## src/rtl/spi_pkg.sv

```systemverilog
// Shared types and command encodings for the SPI slave front end.
package spi_pkg;

  typedef enum logic [2:0] {
    IDLE,
    CHK_CMD,
    WRITE,
    READ_ADD,
    READ_DATA
  } state_e;

  localparam logic [1:0] CMD_WR_ADDR = 2'b00;
  localparam logic [1:0] CMD_WR_DATA = 2'b01;
  localparam logic [1:0] CMD_RD_ADDR = 2'b10;
  localparam logic [1:0] CMD_RD_DATA = 2'b11;

endpackage

```

## src/rtl/spi_tx_serializer.sv

```systemverilog
// Parallel-to-serial MISO driver: loads a byte on i_load, emits it MSB first
// starting the following cycle, then drives 0 and raises o_done.
module spi_tx_serializer #(
  parameter int DATA_W = 8
) (
  input  logic              clk,
  input  logic              rst,
  input  logic              i_clr,
  input  logic              i_load,
  input  logic [DATA_W-1:0] i_data,
  output logic              o_miso,
  output logic              o_busy,
  output logic              o_done
);

  localparam int CNT_W = $clog2(DATA_W + 1);

  logic [DATA_W-1:0] r_shift;
  logic [CNT_W-1:0]  r_cnt;
  logic              r_miso;
  logic              r_busy;
  logic              r_done;

  // NOTE: sequential state uses non-blocking assignments so every register
  // samples pre-edge values, independent of statement order.
  always_ff @(posedge clk) begin
    if (rst || i_clr) begin
      r_shift <= '0;
      r_cnt   <= '0;
      r_miso  <= 1'b0;
      r_busy  <= 1'b0;
      r_done  <= 1'b0;
    end else if (i_load) begin
      // MSB goes straight to the pin; the rest queue up behind it.
      r_shift <= {i_data[DATA_W-2:0], 1'b0};
      r_miso  <= i_data[DATA_W-1];
      r_cnt   <= CNT_W'(1);
      r_busy  <= 1'b1;
      r_done  <= 1'b0;
    end else if (r_busy) begin
      if (r_cnt == CNT_W'(DATA_W)) begin
        r_miso <= 1'b0;
        r_busy <= 1'b0;
        r_done <= 1'b1;
      end else begin
        r_miso  <= r_shift[DATA_W-1];
        r_shift <= {r_shift[DATA_W-2:0], 1'b0};
        r_cnt   <= r_cnt + CNT_W'(1);
      end
    end
  end

  assign o_miso = r_miso;
  assign o_busy = r_busy;
  assign o_done = r_done;

endmodule

```

## src/rtl/spi_slave_ctrl.sv

```systemverilog
// SPI slave front end: deserialises MOSI frames into RAM words and serialises
// RAM read data onto MISO. Optional command check: SPI_SLV_CMD_CHECK_EN.
module spi_slave_ctrl
  import spi_pkg::*;
#(
  parameter int DATA_W = 8,
  parameter int RX_W   = DATA_W + 2
) (
  input  logic              clk,
  input  logic              rst,
  input  logic              SS_n,
  input  logic              MOSI,
  output logic              MISO,
  output logic [RX_W-1:0]   rx_data,
  output logic              rx_valid,
  input  logic [DATA_W-1:0] tx_data,
  input  logic              tx_valid,
  output logic              cmd_err
);

  localparam int CNT_W = $clog2(RX_W);

  state_e          r_state, w_state_next;
  logic [RX_W-2:0] r_shift;
  logic [RX_W-1:0] r_rx_data, w_word;
  logic [CNT_W-1:0] r_bit_cnt;
  logic            r_word_done, r_rd_addr_flag, r_rd_wait, r_rx_valid;
  logic            w_in_frame, w_shift_en, w_complete, w_cmd_ok;
  logic            w_ser_load, w_ser_busy, w_ser_done, w_ser_miso;

  always_ff @(posedge clk) begin
    if (rst) r_state <= IDLE;
    else     r_state <= w_state_next;
  end

  // NOTE: every output of a combinational block gets a default first, so no
  // path through the case can leave one unassigned and infer a latch.
  always_comb begin
    w_state_next = r_state;
    w_in_frame   = 1'b0;
    case (r_state)
      IDLE:    if (!SS_n) w_state_next = CHK_CMD;
      CHK_CMD: begin
        if (SS_n)                w_state_next = IDLE;
        else if (!MOSI)          w_state_next = WRITE;
        else if (r_rd_addr_flag) w_state_next = READ_DATA;
        else                     w_state_next = READ_ADD;
      end
      WRITE, READ_ADD, READ_DATA: begin
        w_in_frame = 1'b1;
        if (SS_n) w_state_next = IDLE;
      end
      default: w_state_next = IDLE;
    endcase
    w_shift_en = w_in_frame && !SS_n && !r_word_done;
    w_complete = w_shift_en && (r_bit_cnt == CNT_W'(RX_W - 1));
    w_word     = {r_shift, MOSI};
    // Only a successfully received READ_DATA word opens the tx window.
    w_ser_load = (r_state == READ_DATA) && !SS_n && r_rd_wait && tx_valid
                 && !w_ser_busy && !w_ser_done;
  end

`ifdef SPI_SLV_CMD_CHECK_EN
  logic r_cmd_err;

  always_comb begin
    w_cmd_ok = 1'b0;
    case (r_state)
      WRITE:     w_cmd_ok = (w_word[RX_W-1:RX_W-2] == CMD_WR_ADDR) ||
                            (w_word[RX_W-1:RX_W-2] == CMD_WR_DATA);
      READ_ADD:  w_cmd_ok = (w_word[RX_W-1:RX_W-2] == CMD_RD_ADDR);
      READ_DATA: w_cmd_ok = (w_word[RX_W-1:RX_W-2] == CMD_RD_DATA);
      default:   w_cmd_ok = 1'b0;
    endcase
  end

  always_ff @(posedge clk) begin
    if (rst) r_cmd_err <= 1'b0;
    else     r_cmd_err <= w_complete && !w_cmd_ok;
  end

  assign cmd_err = r_cmd_err;
`else
  assign w_cmd_ok = 1'b1;
  assign cmd_err  = 1'b0;
`endif

  always_ff @(posedge clk) begin
    if (rst) begin
      r_shift        <= '0;
      r_bit_cnt      <= '0;
      r_word_done    <= 1'b0;
      r_rx_data      <= '0;
      r_rx_valid     <= 1'b0;
      r_rd_addr_flag <= 1'b0;
      r_rd_wait      <= 1'b0;
    end else begin
      r_rx_valid <= 1'b0;
      if (w_shift_en) begin
        r_shift <= w_word[RX_W-2:0];
        if (r_bit_cnt == CNT_W'(RX_W - 1)) r_word_done <= 1'b1;
        else                               r_bit_cnt   <= r_bit_cnt + CNT_W'(1);
      end
      if (w_complete && w_cmd_ok) begin
        r_rx_data  <= w_word;
        r_rx_valid <= 1'b1;
        if (r_state == READ_ADD) r_rd_addr_flag <= 1'b1;
        if (r_state == READ_DATA) begin
          r_rd_addr_flag <= 1'b0;
          r_rd_wait      <= 1'b1;
        end
      end
      // Per-frame bookkeeping restarts whenever no frame body is active.
      if (r_state == IDLE || r_state == CHK_CMD) begin
        r_bit_cnt   <= '0;
        r_word_done <= 1'b0;
        r_rd_wait   <= 1'b0;
      end
    end
  end

  spi_tx_serializer #(.DATA_W(DATA_W)) u_tx_ser (
    .clk    (clk),
    .rst    (rst),
    .i_clr  (SS_n),
    .i_load (w_ser_load),
    .i_data (tx_data),
    .o_miso (w_ser_miso),
    .o_busy (w_ser_busy),
    .o_done (w_ser_done)
  );

  assign MISO     = w_ser_miso;
  assign rx_data  = r_rx_data;
  assign rx_valid = r_rx_valid;

endmodule

```

## config.mk

```make
export PLATFORM = sky130hd
export DESIGN_NAME = spi_slave_ctrl
export DESIGN_NICKNAME = d
export VERILOG_FILES = /design/src/rtl/spi_pkg.sv /design/src/rtl/spi_tx_serializer.sv /design/src/rtl/spi_slave_ctrl.sv
export SDC_FILE = /design/constraint.sdc
export NUM_CORES = 1
export LEC_CHECK = 0
export CORE_ASPECT_RATIO = 1.1
export CORE_MARGIN = 8
export CORE_UTILIZATION = 57
export DETAILED_ROUTE_END_ITERATION = 8
export PLACE_DENSITY = 0.83
export SLEW_MARGIN = 0
export SYNTH_ARGS = -nofsm -noshare
export SYNTH_HDL_FRONTEND = slang
export SYNTH_SLANG_ARGS = --single-unit
```

## constraint.sdc

```tcl
create_clock -name clk -period 2.3 [get_ports clk]
set_input_delay 0.69 -clock clk [delete_from_list [all_inputs] [get_ports clk]]
set_output_delay 0.69 -clock clk [all_outputs]
set_load 0.02 [all_outputs]
```

==> out/summary.txt, run 1 <==
status -> completed
count of library flops with an enable pin -> 0
DR DRC count -> 0
top-count cell post-synth -> dfxtp_1
final hold violations -> 0
Worst Path Max Fanout -> 2
Clk pin slew, worst setup/hold paths -> 120 ps
Worst Path Arrival -> 1330 ps
Crit Path Class -> flip-flop to primary output
CTS H-tree lvls -> 2
post-CTS resize count -> 0
critical path cell sequence -> clkdlybuf4s50_1
syn avg cell area -> 8.55 sq um
total die area -> 5260 sq um
yosys cell count -> 213
Post-Synthesis Net Count -> 230
row count -> 21
Post-Syn Area -> 1820 sq um
Diodes inserted -> 0
GPL Wtd Cong -> 0.745
Critical Path Source Type -> flip-flop
slowest cell on the critical path -> clkdlybuf4s50_1
Mapped Cells -> 213
Antenna Violating Nets Remaining -> 0
First DRT Iteration DRCs -> 95
router iterations before antenna repair -> 4
most frequent cells after synthesis -> 44 x dfxtp_1, 37 x a21oi_1, 34 x nand2_1, 18 x nand3_1, 14 x nor2_1
dominant register cell -> dfxtp_1
VDD IR max -> 0.614 mV
Dominant cell area share -> 0.484
starting density of the core -> 0.598
Vias/cell -> 5.69
Filler Cell Count -> 238
ys async rst share -> 0
IO Port Bufs -> 24
HPWL after DPL -> 2710 um
P&R area growth vs syn -> 18.2%
max-slew violation count -> 0
TNS Setup -> 0 ps
Maximum Capacitance Violations -> 0
biggest area cells -> dfxtp_1 48%, a21oi_1 10%, nand2_1 7.0%
setup bufs post-CTS -> 0
YS chip area -> 1820 sq um
most area-hungry cell type in the Yosys netlist -> dfxtp_1
Hold Crit Class -> flip-flop to flip-flop
overall routing resource usage -> 0.153
vias in the first global route -> 1544
slowest stage delay, CP -> 620 ps
Die W -> 69.9 um
==> run 1: placed cells by master, fill, tap and decap left out, types with 2 or more instances in the layout <==
cell,instances
clkbuf_4,5
ha_1,4
xor2_1,3
inv_1,8
nand2_1,34
dfxtp_1,44
nor2b_1,2
o21a_1,2
a22oi_1,6
buf_4,6
nand3_1,18
a21oi_1,37
nor3_1,3
o211ai_1,3
clkdlybuf4s50_1,24
nor2_1,14
==> run 1: state kept, by name (all words and copies together), names as in the netlist, 3 cells and up <==
name and count:
rx_data 10, r_shift 9, u_tx_ser.r_shift 7, r_bit_cnt 4
u_tx_ser.r_cnt 4, r_state 3
==> run 1: per-stage QoR <==
| stage | total power [mW] | hold slack (ps) | utilization | instance area [sq um] | cells |
|---|---|---|---|---|---|
| floorplan | 0.810 | 426 | - | 1820 | 213 |
| global route | 1.22 | 486 | 0.706 | 2150 | 274 |
| CTS | 1.18 | 461 | 0.706 | 2150 | 274 |
| detailed placement | 0.841 | 443 | 0.690 | 2100 | 267 |
| finish | 1.18 | 461 | 0.706 | 2150 | 274 |
| global placement | 0.842 | 433 | 0.690 | 2100 | 267 |
==> run 1: cells by family (layout without fill, tap and decap cells) <==
family          Yosys count  count (layout)  synth area share
xor+xnor                  3               3            0.0144
flops                    44              44             0.484
mux                       1               1           0.00549
buf+inv                  19              46            0.0529
simple gates             82              82             0.218
other cells               1               1           0.00206
fa+ha+maj                 4               4            0.0275
compound gates           59              59             0.196
==> run 1: metal layers <==
metal / GRT usage / share of wire / vias up
met3: 0.0404 / 0.044 / 7
met5: 0 / 0 / -
met4: 0.0737 / 0.020 / 0
met1: 0.158 / 0.46 / 727
li1: - / - / 792
met2: 0.285 / 0.47 / 33
==> run 1: power by group <==
part / internal [mW] / switching, mW
Combinational: 0.0291 / 0.0283
Sequential: 0.764 / 0.00383
Clock: 0.112 / 0.238
==> run 1: worst paths after layout <==
check | startpoint | to | slack, ps | cells after the start
setup / recovery | rx_data[1]$_SDFFE_PP0P_ | rx_data[1] | 280 | 1
hold / removal | r_word_done$_SDFFE_PP0P_ | r_word_done$_SDFFE_PP0P_ | 460 | 2
setup reg to reg | r_bit_cnt[0]$_SDFFE_PP0P_ | rx_data[0]$_SDFFE_PP0P_ | 510 | 6
hold reg to reg | r_word_done$_SDFFE_PP0P_ | r_word_done$_SDFFE_PP0P_ | 460 | 2
==> run 1: area by class of cell <==
cell class                 count  area (sq um)  area share
clock buffer                   5          37.5      0.0174
clock inverter                 2          12.5     0.00581
timing repair buffer          31           305       0.142
inverter                       8          30.0      0.0139
multi-input combinational    150           845       0.392
tap                           34          42.5      0.0198
sequential                    44           881       0.409
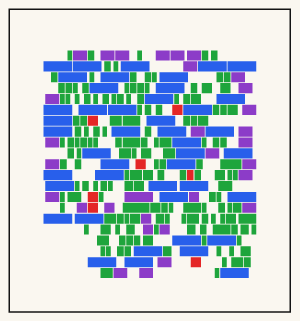
Figure 1: run 1, cells coloured by class.
(4 px per um)
[clock drivers and dummy loads] red | cells: 7
[remaining buffers and delay cells] purple | cells: 31
[sequential cells] blue | cells: 44
[remaining logic cells] green | cells: 158

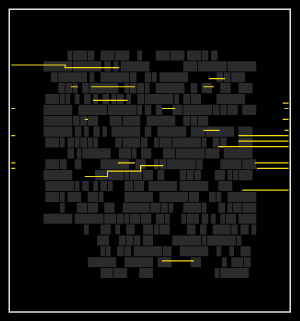
Figure 2: run 1, signal wires on met3.
(4 px per um) Cells faint in the background.
wire length on this layer: 169 um
nets with wire on the layer: 22
longest straight run: 17.2 um
routed wire length: 3870 um
GR Util met3: 0.0404
via count: 1559

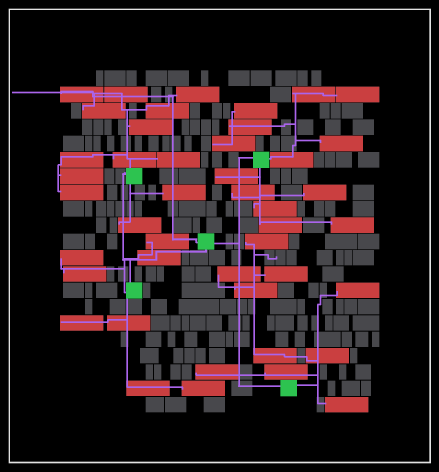
Figure 3: run 1, routed clock nets over the placement.
(6 px per um)
[clock wires] purple | length: 482 um
[clock-net drivers] green | count: 5
[flip-flops] red | count: 44
routed clock nets: 6
Late-Pin Clk Latency: 350 ps
Clk. pwr: 0.350 mW
clock skew: 9.84 ps
Clock power frac: 0.298

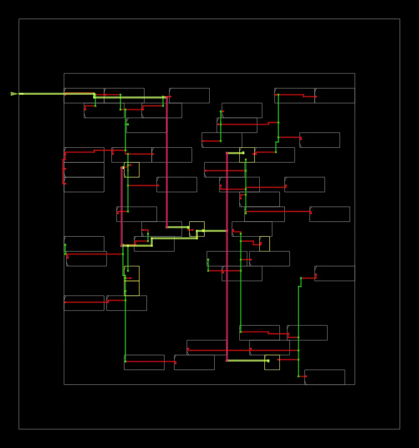
Figure 4: run 1, clock routing.
flip-flop and latch count: 44
cts bufs inserted: 5
Clock Sinks: 44

==> run 2, diff against run 1 <==
- clock period: 2.3 -> 2.6 ns (I/O delays scaled with it)
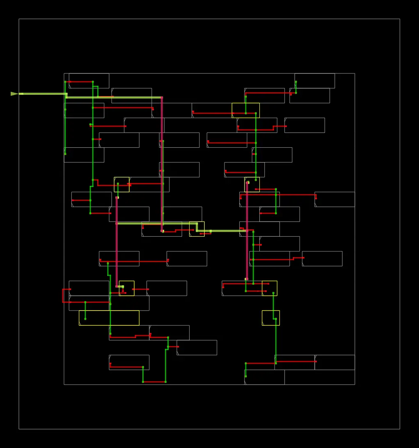
Figure 5: run 2, clock routing.
Clk. pwr: 0.448 mW
# clk buffers: 6
clock skew: 15.7 ps

==> out/summary.txt, run 2 <==
Mapped Cells -> 213
critical path cell sequence -> clkdlybuf4s50_1
GPL Wtd Cong -> 0.781
Clock power frac -> 0.381
flip-flop count of the largest register after layout -> 10
Hold Path Depth -> 2
Vias/cell -> 5.62
via count -> 1535
row count -> 21
final hold violations -> 0
top-count cell post-synth -> dfxtp_1
Maximum Capacitance Violations -> 0
Antenna Violating Nets Remaining -> 0
Clk pin slew, worst setup/hold paths -> 130 ps
ys async rst share -> 0
vias in the first global route -> 1524
Worst Path Max Fanout -> 2
DR DRC count -> 0
TNS Setup -> 0 ps
count of library flops with an enable pin -> 0
Int Pwr -> 0.930 mW
Post-Syn Area -> 1820 sq um
routed wire length -> 3700 um
Crit Path Class -> flip-flop to primary output
slowest stage delay, CP -> 620 ps
biggest area cells -> dfxtp_1 48%, a21oi_1 10%, nand2_1 7.0%
Commonest Layout Cell -> dfxtp_1
VDD IR max -> 0.571 mV
router iterations before antenna repair -> 4
yosys cell count -> 213
Late-Pin Clk Latency -> 350 ps
Finished Layout Cells -> 273
First DRT Iteration DRCs -> 78
max-slew violation count -> 0
logic gate share of total power -> 0.041
Critical Path Source Type -> flip-flop
status -> completed
switching share of power -> 0.209
Diodes inserted -> 0
WHS -> 464 ps
Dominant cell area share -> 0.484
R2R depth -> 6
cts bufs inserted -> 5
run 2: area by class of cell:
cell class,count,area [sq um],area share
well taps,34,42.5,0.0196
repair buffers,29,278,0.128
inverters,8,30.0,0.0139
clock inverters,2,38.8,0.0179
flip-flops and latches,44,881,0.407
multi-input cells,150,845,0.390
clock buffers,6,51.3,0.0237
run 2: per-stage QoR:
step / utilization / area [sq um] / total power [mW]
floorplan: - / 1820 / 0.716
global placement: 0.681 / 2080 / 0.742
detailed placement: 0.681 / 2080 / 0.742
CTS: 0.711 / 2170 / 1.18
global route: 0.711 / 2170 / 1.21
finish: 0.711 / 2170 / 1.18
run 2: power by group through the flow:
stage	logic, mW	clock network (mW)	registers (mW)
global route	0.0524	0.478	0.680
finish	0.0483	0.448	0.679
detailed placement	0.0479	0	0.694
global placement	0.0477	0	0.694
floorplan	0.0238	0	0.693
CTS	0.0483	0.454	0.679
run 2: cells by family after synthesis:
| group | Yosys count | synth area share |
|---|---|---|
| other cells | 1 | 0.00206 |
| xor+xnor | 3 | 0.0144 |
| compound gates | 59 | 0.196 |
| flops | 44 | 0.484 |
| buf+inv | 19 | 0.0529 |
| mux | 1 | 0.00549 |
| fa+ha+maj | 4 | 0.0275 |
| simple gates | 82 | 0.218 |
run 2: worst paths after layout:
kind	startpoint	end	slack, ps
min	rx_data[6]$_SDFFE_PP0P_	rx_data[6]$_SDFFE_PP0P_	460
max	rx_data[1]$_SDFFE_PP0P_	rx_data[1]	470
min reg2reg	rx_data[6]$_SDFFE_PP0P_	rx_data[6]$_SDFFE_PP0P_	460
max reg2reg	r_bit_cnt[0]$_SDFFE_PP0P_	rx_data[3]$_SDFFE_PP0P_	730
run 2: layer usage:
| layer | up-vias | global-route usage | part of all wire |
|---|---|---|---|
| met5 | - | 0 | 0 |
| met4 | 0 | 0.0647 | 0.016 |
| met3 | 8 | 0.0378 | 0.040 |
| met2 | 35 | 0.264 | 0.49 |
| met1 | 703 | 0.166 | 0.46 |
| li1 | 789 | - | - |
run 2: worst register-to-register path: cells and delay by family, from the launching register on:
kind,cells,cell delay [ps]
and+or+nand+nor,2,560
DFF,1,410
AOI/OAI and AO/OA,2,350
adders and majority gates,1,210
buffers and inverters,1,240
Power figures rest on the tool's default switching activity, not on a simulated workload.
